<file path="config.mk">
export PLATFORM = sky130hd
export DESIGN_NAME = imm_ext_arbiter
export DESIGN_NICKNAME = d
export VERILOG_FILES = /design/src/rtl/imm_ext_arbiter.sv
export SDC_FILE = /design/constraint.sdc
export NUM_CORES = 1
export LEC_CHECK = 0
export CORE_ASPECT_RATIO = 1.1
export CORE_UTILIZATION = 44
export DETAILED_ROUTE_END_ITERATION = 7
export GPL_TIMING_DRIVEN = 0
export PLACE_DENSITY = 0.86
export SLEW_MARGIN = 40
export SYNTH_ARGS = -nofsm -noshare
export SYNTH_HDL_FRONTEND = slang
export SYNTH_SLANG_ARGS = --single-unit
</file>
<file path="constraint.sdc">
create_clock -name clk -period 3.4 [get_ports clk]
set_input_delay 0.68 -clock clk [delete_from_list [all_inputs] [get_ports clk]]
set_output_delay 0.68 -clock clk [all_outputs]
set_load 0.02 [all_outputs]
</file>
<file path="src/rtl/imm_ext_arbiter.sv">
// imm_ext_arbiter
//
// Shared immediate sign-extension unit. Two requesters (0 = decode path,
// 1 = branch path) compete for a single registered result slot. A
// round-robin arbiter picks between them, and the winner's immediate is
// extended to 32 bits. It is then stored with its source ID and tag.
//
// Optional feature: define IMM_EXT_ZX_EN to honour the rN_zx inputs
// (zero extension). Without the macro, all extension is signed and the
// rN_zx inputs are ignored.
//
// Ports:
//   clk, rst_n           clock, asynchronous active-low reset
//   r0_* / r1_*          valid/ready request channels
//                          imm   24-bit raw field
//                          sel24 1 = 24-bit extension, 0 = 14-bit
//                          zx    zero-extend request
//                          tag   opaque TAG_W-bit tag
//   out_valid/out_ready  result handshake
//   out_data             32-bit extended immediate
//   out_src              requester that produced the result
//   out_tag              tag of that request

module imm_ext_arbiter #(
   parameter int TAG_W = 4
) (
   input  logic             clk,
   input  logic             rst_n,
   input  logic             r0_valid,
   output logic             r0_ready,
   input  logic [23:0]      r0_imm,
   input  logic             r0_sel24,
   input  logic             r0_zx,
   input  logic [TAG_W-1:0] r0_tag,
   input  logic             r1_valid,
   output logic             r1_ready,
   input  logic [23:0]      r1_imm,
   input  logic             r1_sel24,
   input  logic             r1_zx,
   input  logic [TAG_W-1:0] r1_tag,
   output logic             out_valid,
   input  logic             out_ready,
   output logic [31:0]      out_data,
   output logic             out_src,
   output logic [TAG_W-1:0] out_tag
);

   typedef enum logic {IDLE, FULL} state_t;

   state_t      state;
   state_t      state_next;
   logic        last_grant;
   logic        can_accept;
   logic        fire0;
   logic        fire1;
   logic        load;
   logic [31:0] ext0;
   logic [31:0] ext1;

   // zx forces the fill bit to zero instead of copying the sign bit.
   function automatic logic [31:0] extend(input logic [23:0] imm,
                                          input logic        sel24,
                                          input logic        zx);
      logic [31:0] r;
      if (sel24)
         r = {{8{imm[23] & ~zx}}, imm};
      else
         r = {{18{imm[13] & ~zx}}, imm[13:0]};
      return r;
   endfunction

`ifdef IMM_EXT_ZX_EN
   assign ext0 = extend(r0_imm, r0_sel24, r0_zx);
   assign ext1 = extend(r1_imm, r1_sel24, r1_zx);
`else
   logic unused_zx;
   assign unused_zx = r0_zx ^ r1_zx;
   assign ext0 = extend(r0_imm, r0_sel24, 1'b0);
   assign ext1 = extend(r1_imm, r1_sel24, 1'b0);
`endif

   // State register. last_grant resets to 1 so requester 0 wins the
   // first contention.
   always_ff @(posedge clk or negedge rst_n) begin
      if (!rst_n) begin
         state      <= IDLE;
         last_grant <= 1'b1;
      end else begin
         state <= state_next;
         if (load)
            last_grant <= fire1;
      end
   end

   // Result slot. It is only written on an accepted transfer, so the
   // contents hold steady while the consumer stalls.
   always_ff @(posedge clk or negedge rst_n) begin
      if (!rst_n) begin
         out_data <= '0;
         out_src  <= 1'b0;
         out_tag  <= '0;
      end else if (load) begin
         out_data <= fire1 ? ext1 : ext0;
         out_src  <= fire1;
         out_tag  <= fire1 ? r1_tag : r0_tag;
      end
   end

   // Next state. A refill wins over a drain, which keeps throughput at
   // one result per cycle.
   always_comb begin
      state_next = state;
      if (load)
         state_next = FULL;
      else if (out_valid && out_ready)
         state_next = IDLE;
   end

   // Handshake outputs. A requester is refused only when the other one
   // is also valid and has the round-robin turn. That is why both readies
   // are high in an idle empty slot. The readies are gated by rst_n so
   // that no request can be accepted while reset is held.
   always_comb begin
      out_valid  = (state == FULL);
      can_accept = !out_valid || out_ready;
      r0_ready   = rst_n && can_accept && (!r1_valid || last_grant);
      r1_ready   = rst_n && can_accept && (!r0_valid || !last_grant);
      fire0      = r0_valid && r0_ready;
      fire1      = r1_valid && r1_ready;
      load       = fire0 || fire1;
   end

endmodule

</file>
==> results.yml <==
# implementation run metrics
finish:
  post-route-cell-area_mm2: 0.00332
  comb_area_mm2: 0.00112
  largest_class: "non-clock buffers"
  syn2layout_area_growth_pct: 52.9
  post-route-util: 0.708
  final_cell_mix: "clkdlybuf4s50_1, a31oi_1, dfrtp_1"
  inv_count: 12
  seq_area_frac: 0.234
  fillers: 396
  clock_tree_area_fraction: 0.0245
  ff_latch_area_um2: 777
  regMostFlops: "out_data"
  comb_share: 0.337
  nets: 402
  flop-count: 31
  largest_register_ffs: 24
  final_cells: 394
  n_clock_buffer: 7
  buf_share: 0.369
  drive_gt1_frac: 0.145
flow_run:
  maxCapViolations: 0
  tool_warnings: 28
global_routing:
  grt-ovfl-total: 0
  grt_use_met3: 0.0539
  antenna_found_initial: 0
  grt.busiest_layer: "met2"
  grt_pass1_vias: 2293
cts:
  cts_resized: 3
  htree_num_levels: 2
  cts_setup_buffers: 0
  clkSinkCount: 31
  clock_path_buffers: 2
  insertion_delay_ps: 280
  cts.clk_slew.worst_paths_ps: 60
  hold_buffers: 0
floorplan:
  rows: 26
  fp.dieW_um: 69.0
  core_area_mm2: 0.00468
  tap_cells: 56
  die_h_um: 75.7
  fp_util: 0.463
synthesis:
  xor_area_frac: 0
  avgSynthCellArea_um2: 9.44
  simple_gate_area_frac: 0.100
  ys.flops: 31
  synth-edff-count: 0
  top_area_frac: 0.346
  synthCells: 230
  common_cells: "a31oi_1, dfrtp_1, nand4_1, o31ai_1, mux2i_1"
  fp_nets: 295
  synthTopLogicFamily: "AND-OR/OR-AND gates"
  yosys_warnings: 0
  ff_type: "dfrtp_1"
  ys_types: 27
  yosys-stat-area_mm2: 0.00217
  largest_area_cell: "dfrtp_1"
  aoi_share: 0.323
  top_cells_by_area: "dfrtp_1, a31oi_1, o31ai_1"
  ys_cells: 230
  syn_area_mm2: 0.00217
  ys_sh_mux: 0.0922
worst_setup_path:
  cp.arrival_ps: 2500
  cp.required_ps: 2720
  reg2reg_from: "last_grant"
  crit_start: "out_ready"
  worstPathMaxFanout: 10
  worstSetupStartpointType: "primary input"
  path_delay_family: "buffers and inverters"
  crit_top_cell: "buf_2"
  cp-end-kind: "output pin"
  cpMaxStageDelayCell: "clkdlybuf4s50_1"
  r2r_slack_ps: 1830
  r2r_cells: 4
  path_class: "in -> out"
  critPathCapture: "r0_ready"
  crit_path_max_incr_delay_ps: 500
detailed_routing:
  drt-pass1-iter-count: 4
  met3WireLength_um: 602
  wl_met2_um: 3520
  antenna_left: 0
  routed_via_density: 6.12
  drt-initial-drc-count: 225
  topRoutingLayerUsed: "met4"
  drc: 0
place:
  gp_congestion: 0.811
  numPortBuffers: 100
  preCtsSetupSlack_ps: -206
  place_area_mm2: 0.00324
  dp.final_hpwl_um: 4830
  place_inst: 386
final_timing:
  worst_pin_slew_ps: 544
  hold_slack_ps: 329
  setup_viol: 0
  finClkSkew_ps: 5.74
  max_freq_mhz: 315
  min_period_ps: 3180
  final_hold_viol_count: 0
  timing.final.crit_share: 0.935
  rsz0062_at_grt: "false"
pwr:
  seq_power_share: 0.338
  seq-power_uw: 491
  internal_power_uw: 927
  p_total_uw: 1450
  clock_power_uw: 281
  power_density_mw_per_mm2: 438
  p_leak_uw: 0.00131
  clockPowerShare: 0.193
  top_power_group: "combinational logic"
  swShare: 0.362
  vdd_drop_max_mv: 0.279
hold_path:
  hold_path_class: "in -> async"
run_status:
  status: "complete, no violations"
### M2 wires

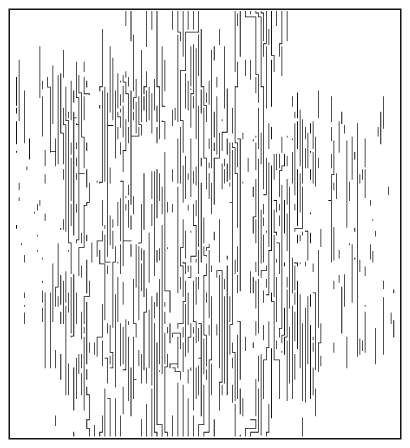
- share of all routed wire: 50%
- main direction: vertical
- nets with wire on the layer: 348
- wire length on this layer: 3520 um
via count: 2413
GR Util met2: 0.466
routed wire length: 7010 um

### Cell sizes after repair

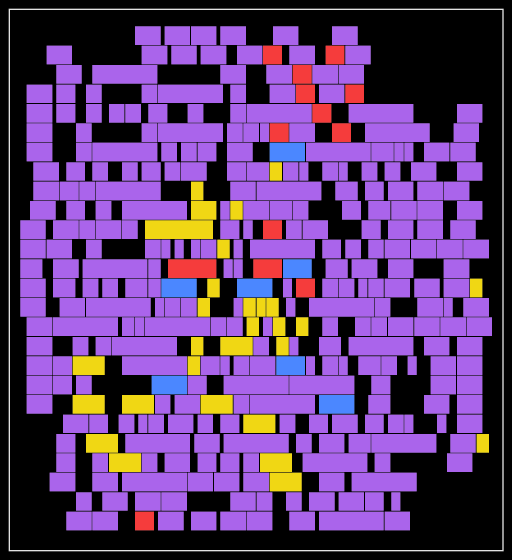
- _3 and _4 cells: red (cells 13; most used buf_4)
- _6 and larger: blue (cells 7; most used clkbuf_8)
- _2 cells: yellow (cells 29; most used buf_2)
- _0 and _1 cells: purple (cells 289; most used clkdlybuf4s50_1)
Final Worst Setup Slack: 221 ps
non-clock buffer total of the final layout: 142

### Congestion heat map

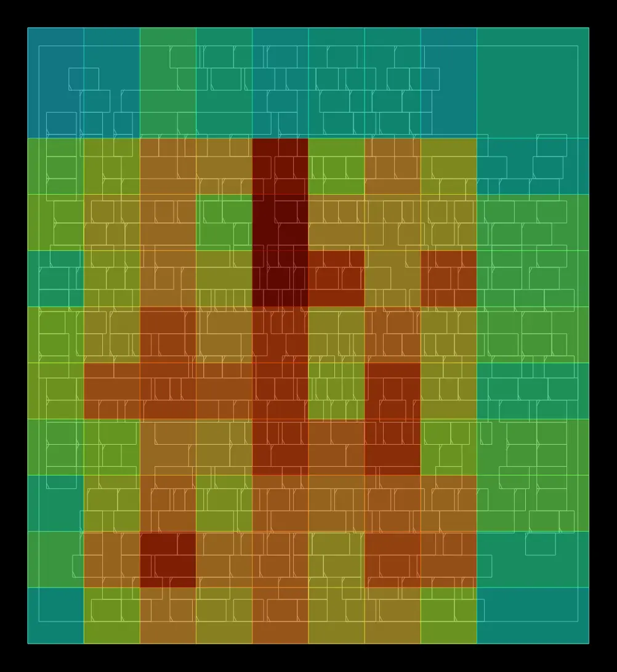
met1 Usage GRT: 0.361
drt wl/cell: 17.8 um

No activity file was given, so power comes from the tool's default toggle rates.
